==> src/rtl/verinject_pkg.sv <==
`default_nettype none
// =============================================================================
// verinject_pkg: shared types and constants for the fault scheduler slice.
// Rev 1.0
// =============================================================================
package verinject_pkg;

  localparam logic [31:0] NO_INJECT = 32'hFFFF_FFFF;

  typedef struct packed {
    logic [31:0] cycle;
    logic [31:0] bit_idx;
  } event_t;

  typedef enum logic [1:0] {
    ST_IDLE = 2'd0,
    ST_WAIT = 2'd1,
    ST_FIRE = 2'd2
  } state_t;

  function automatic logic [15:0] sat_inc16(input logic [15:0] v);
    return (v == 16'hFFFF) ? v : v + 16'd1;
  endfunction

endpackage
`default_nettype wire

==> src/rtl/verinject_event_fifo.sv <==
`default_nettype none
// =============================================================================
// verinject_event_fifo: FIFO of {cycle, bit} events with fall-through head.
// Rev 1.0
// =============================================================================
module verinject_event_fifo
  import verinject_pkg::*;
#(
  parameter int DEPTH = 4
) (
  input  logic   clock,
  input  logic   reset_n,
  input  logic   clear,
  input  logic   push,
  input  logic   pop,
  input  event_t push_data,
  output logic   full,
  output logic   empty,
  output event_t head
);

  localparam int AW = $clog2(DEPTH);
  localparam logic [AW:0] PTR_ONE = 1;

  event_t      r_mem [DEPTH];
  logic [AW:0] r_wr;
  logic [AW:0] r_rd;

  // Extra pointer MSB distinguishes full from empty when the indices match.
  assign empty = (r_wr == r_rd);
  assign full  = (r_wr[AW] != r_rd[AW]) && (r_wr[AW-1:0] == r_rd[AW-1:0]);
  assign head  = r_mem[r_rd[AW-1:0]];

  always_ff @(posedge clock) begin
    if (push && !full) begin
      r_mem[r_wr[AW-1:0]] <= push_data;
    end
  end

  always_ff @(posedge clock or negedge reset_n) begin
    if (!reset_n) begin
      r_wr <= '0;
      r_rd <= '0;
    end else if (clear) begin
      r_wr <= '0;
      r_rd <= '0;
    end else begin
      if (push && !full) r_wr <= r_wr + PTR_ONE;
      if (pop && !empty) r_rd <= r_rd + PTR_ONE;
    end
  end

endmodule
`default_nettype wire

==> src/rtl/verinject_fault_scheduler.sv <==
`default_nettype none
// =============================================================================
// verinject_fault_scheduler: drives queued bit indices onto the injector bus
// when the enabled-cycle counter reaches each event's trigger cycle.
// Rev 1.0
// =============================================================================
module verinject_fault_scheduler
  import verinject_pkg::*;
#(
  parameter int DEPTH        = 4,
  parameter int PULSE_CYCLES = 1
) (
  input  logic        clock,
  input  logic        reset_n,
  input  logic        enable,
  input  logic        clear,
  input  logic        push_valid,
  output logic        push_ready,
  input  logic [31:0] push_cycle,
  input  logic [31:0] push_bit,
  output logic [31:0] verinject__injector_state,
  output logic        busy,
  output logic [15:0] fired_count,
  output logic [15:0] late_count
);

  localparam int PW = (PULSE_CYCLES > 1) ? $clog2(PULSE_CYCLES) : 1;
  localparam logic [PW-1:0] PULSE_LAST = PW'(PULSE_CYCLES - 1);
  localparam logic [PW-1:0] PULSE_ONE  = 1;

  state_t        r_state;
  logic [31:0]   r_cyc;
  logic [31:0]   r_bus;
  logic [PW-1:0] r_pulse;
  logic [15:0]   r_fired;
  logic [15:0]   r_late;

  event_t w_push_evt;
  event_t w_head;
  logic   w_full;
  logic   w_empty;
  logic   w_push;
  logic   w_pop;

  assign w_push_evt = '{cycle: push_cycle, bit_idx: push_bit};
  assign w_push     = push_valid && !w_full && !clear;
  assign w_pop      = (r_state == ST_WAIT) && enable && (r_cyc >= w_head.cycle) && !clear;

  assign push_ready                = !w_full;
  assign busy                      = (r_state != ST_IDLE);
  assign verinject__injector_state = r_bus;
  assign fired_count               = r_fired;
  assign late_count                = r_late;

  verinject_event_fifo #(
    .DEPTH(DEPTH)
  ) u_fifo (
    .clock     (clock),
    .reset_n   (reset_n),
    .clear     (clear),
    .push      (w_push),
    .pop       (w_pop),
    .push_data (w_push_evt),
    .full      (w_full),
    .empty     (w_empty),
    .head      (w_head)
  );

  always_ff @(posedge clock or negedge reset_n) begin
    if (!reset_n) begin
      r_cyc <= '0;
    end else if (clear) begin
      r_cyc <= '0;
    end else if (enable && (r_cyc != 32'hFFFF_FFFF)) begin
      r_cyc <= r_cyc + 32'd1;
    end
  end

  always_ff @(posedge clock or negedge reset_n) begin
    if (!reset_n) begin
      r_state <= ST_IDLE;
      r_bus   <= NO_INJECT;
      r_pulse <= '0;
      r_fired <= '0;
      r_late  <= '0;
    end else if (clear) begin
      r_state <= ST_IDLE;
      r_bus   <= NO_INJECT;
      r_pulse <= '0;
      r_fired <= '0;
      r_late  <= '0;
    end else begin
      case (r_state)
        ST_IDLE: begin
          if (!w_empty) r_state <= ST_WAIT;
        end
        ST_WAIT: begin
          if (w_pop) begin
            r_state <= ST_FIRE;
            r_bus   <= w_head.bit_idx;
            r_pulse <= PULSE_LAST;
            r_fired <= sat_inc16(r_fired);
            if (r_cyc > w_head.cycle) r_late <= sat_inc16(r_late);
          end
        end
        ST_FIRE: begin
          // Pulse runs to completion independent of enable.
          if (r_pulse == '0) begin
            r_bus   <= NO_INJECT;
            r_state <= w_empty ? ST_IDLE : ST_WAIT;
          end else begin
            r_pulse <= r_pulse - PULSE_ONE;
          end
        end
        default: r_state <= ST_IDLE;
      endcase
    end
  end

endmodule
`default_nettype wire

==> config.mk <==
export PLATFORM = sky130hd
export DESIGN_NAME = verinject_fault_scheduler
export DESIGN_NICKNAME = d
export VERILOG_FILES = /design/src/rtl/verinject_pkg.sv /design/src/rtl/verinject_event_fifo.sv /design/src/rtl/verinject_fault_scheduler.sv
export SDC_FILE = /design/constraint.sdc
export NUM_CORES = 1
export LEC_CHECK = 0
export CAP_MARGIN = 20
export CORE_MARGIN = 4
export CORE_UTILIZATION = 62
export CTS_CLUSTER_SIZE = 10
export DETAILED_ROUTE_END_ITERATION = 8
export GPL_TIMING_DRIVEN = 0
export HOLD_SLACK_MARGIN = 0.1
export PLACE_DENSITY = 0.89
export SETUP_SLACK_MARGIN = 0.4
export SYNTH_ARGS = -nofsm -noshare
export SYNTH_HDL_FRONTEND = slang
export SYNTH_SLANG_ARGS = --single-unit
==> constraint.sdc <==
create_clock -name clock -period 13.5 [get_ports clock]
set_clock_uncertainty 0.15 [all_clocks]
set_input_delay 2.025 -clock clock [delete_from_list [all_inputs] [get_ports clock]]
set_output_delay 2.025 -clock clock [all_outputs]
set_load 0.005 [all_outputs]
==> notes.md <==
Implementation numbers.

- The peak clock frequency supported by timing reads 185 MHz.
- The area fraction in xor and xnor cells reads 0.0206.
- The cell area that synthesis handed to floorplanning was 15300 um2.
- The finished cells cover 18500 um2.
- The number of vias per cell after detailed routing is 6.30.
- The met2 demand-to-capacity share in global routing is 0.448.
- The mux contribution to synthesized area is 0.119.
- The cell type contributing the most total cell area after synthesis reads edfxtp_1.
- The share of power burned in registers is 0.520.
- The final layout report lists a filler cell count of 1345.
- Yosys stat counts 981 cells in the synthesized netlist.
- In the final design database the tool counted 1273 nets.
- At the floorplan stage, the core utilization is reported as 0.629.
- The post-synthesis share of cell area spent on and-or and or-and gates reads 0.0385.
- After detailed routing, the wire length on met1 is 13.4 mm.
- The met3 wire length reads 2.81 mm.
- The combinational logic power is 92.9 uW.
- The number of warning messages in the logs is 29.
- The number of buffers on the longest clock path is 3.
- The kind of critical path is register to register.
- The register area share after synthesis is 0.675.
- The areal power density over the cells is 127 nW/um2.
- Summed over all failing endpoints, the final setup total negative slack is 0 ps.
- The DRC violation total left in the routed layout is recorded as 0.
- The residual antenna-violating net count after detailed routing is 0.
- The clock latency at the later pin of the worst-skew pair reads 540 ps.
- The worst slew slack as a fraction of its limit reads 0.322.
- The buffers plus inverters on the worst setup path reads 6.
- The number of setup violations in the final report reads 0.
- The first-pass GRT wire length is 55.3 mm.
- The cell sitting at the root of the clock tree is a clkbuf_16.
- Across the VDD grid, the largest voltage drop is 0.130 mV.
- The commonest register cell is edfxtp_1.
- The run finished with clean final reports.
- The number of global-route vias before repair reads 9988.
- The height of the die reads 165 um.
- The transition time at the pin with the least slew margin reads 1020 ps.
- For this run, the slowest stage of the critical path takes 740 ps.
- Setup repair after global routing left no endpoint under its margin.
- The flip-flop and latch count after synthesis is 360.
- The synthesis-to-layout area growth reads 20.6%.
- As logged by OpenROAD, the buffers inserted on ports number 134.
- The met2 wirelength from detailed routing is 18.3 mm.
## cell families (layout without fill, tap and decap cells)
| logic type | after synthesis | count (layout) |
|---|---|---|
| flops | 360 | 360 |
| simple gates | 263 | 263 |
| mux | 101 | 101 |
| compound gates | 95 | 95 |
| buf+inv | 86 | 302 |
| fa+ha+maj | 40 | 40 |
| xor+xnor | 36 | 36 |
| other cells | 0 | 2 |
## synth_stat cells, types with 18 or more instances
library cell / instances
dfstp_2: 32
o21ai_0: 19
inv_1: 42
a21oi_1: 46
nand4_1: 23
xor2_1: 18
nor2_1: 49
dfrtp_1: 72
edfxtp_1: 256
mux2i_1: 34
nand3_1: 37
ha_1: 40
nand2_1: 58
clkbuf_1: 26
mux4_2: 64
xnor2_1: 18
## cell type report
cell class | count | area [um2] | share of cell area
Clock buffer | 73 | 1190 | 0.0644
Buffer | 44 | 213 | 0.0115
Tap cell | 324 | 405 | 0.0220
Sequential cell | 360 | 10300 | 0.560
Timing Repair Buffer | 139 | 1480 | 0.0800
Inverter | 42 | 158 | 0.00854
Multi-Input combinational cell | 535 | 4610 | 0.250
Clock inverter | 4 | 70.1 | 0.00380
Antenna cell | 2 | 5.00 | 0.000271
## path summary, 6_finish.rpt
check,slack (ps),endpoint,startpoint,depth (start not counted)
worst min register to register,400,verinject__injector_state[18],verinject__injector_state[18],2
max in group asynchronous,11090,verinject__injector_state[31],reset_n,2
min in group asynchronous,1320,late_count[7],reset_n,1
worst max-delay path,8100,verinject__injector_state[8],u_fifo.r_rd[0],15
worst min-delay path,400,verinject__injector_state[18],verinject__injector_state[18],2
worst max register to register,8100,verinject__injector_state[8],u_fifo.r_rd[0],15
## per-stage QoR
stage               total power [mW]  hold WS [ps]
global placement                1.32           383
global route                    2.42           431
CTS                             2.36           406
finish                          2.34           401
detailed placement              1.33           396
floorplan                       1.27           374
**A small window of the routed layout**

Window x 68 to 98, y 35 to 65 um. Cells in grey, sequential cells in the stronger grey; small squares are vias.
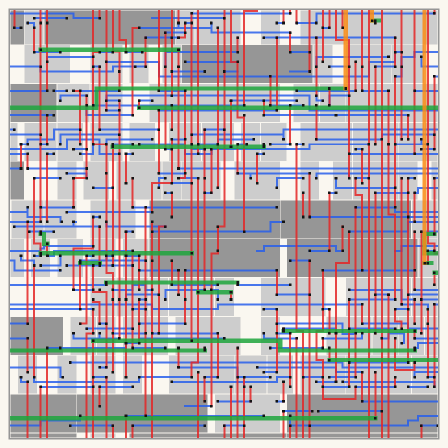
met2: shown in red. met1: shown in blue. met4: shown in orange. met3: shown in green.
Sequential cells in the window: 8. Netlist names of flops here include r_cyc (7), u_fifo.r_mem (1). Most frequent: nor2_1 (10), nor3_1 (9). 84 logic cells have their middle in the window.

**Gate-type map**

(3 px per um)
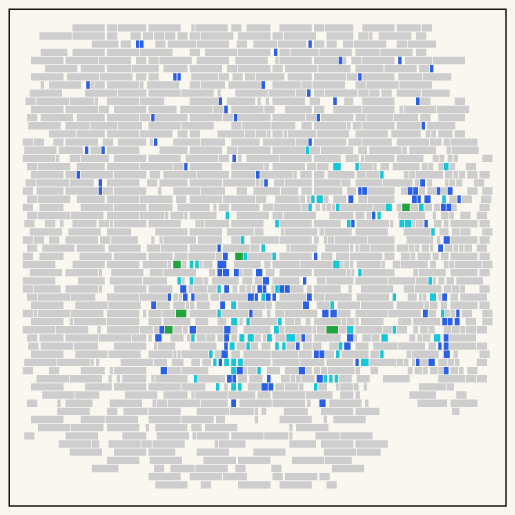
AND-OR and OR-AND gates: shown in green, cells 6, most used a21o_1. NAND gates: shown in blue, cells 120, most used nand2_1. NOR gates: shown in cyan, cells 75, most used nor2_1.

**Signal metal coverage by tile**

(2 px per um) The die is cut into 33 by 33 equal tiles; white is low, dark blue is high, scaled to the fullest tile. Values are wire area over tile area, all layers added.
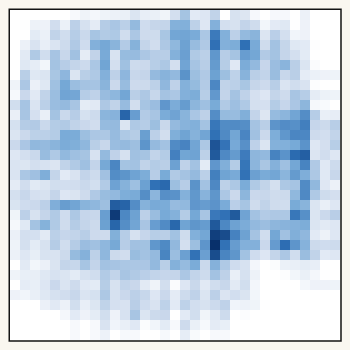
The densest ninth of the die: middle. The fullest tile reaches 0.76. The emptiest ninth of the die: bottom right. 14% of the tiles are over half the peak. The mean over all tiles is 0.22. 12% of the tiles are nearly empty.

No activity file was given, so power comes from the tool's default toggle rates.
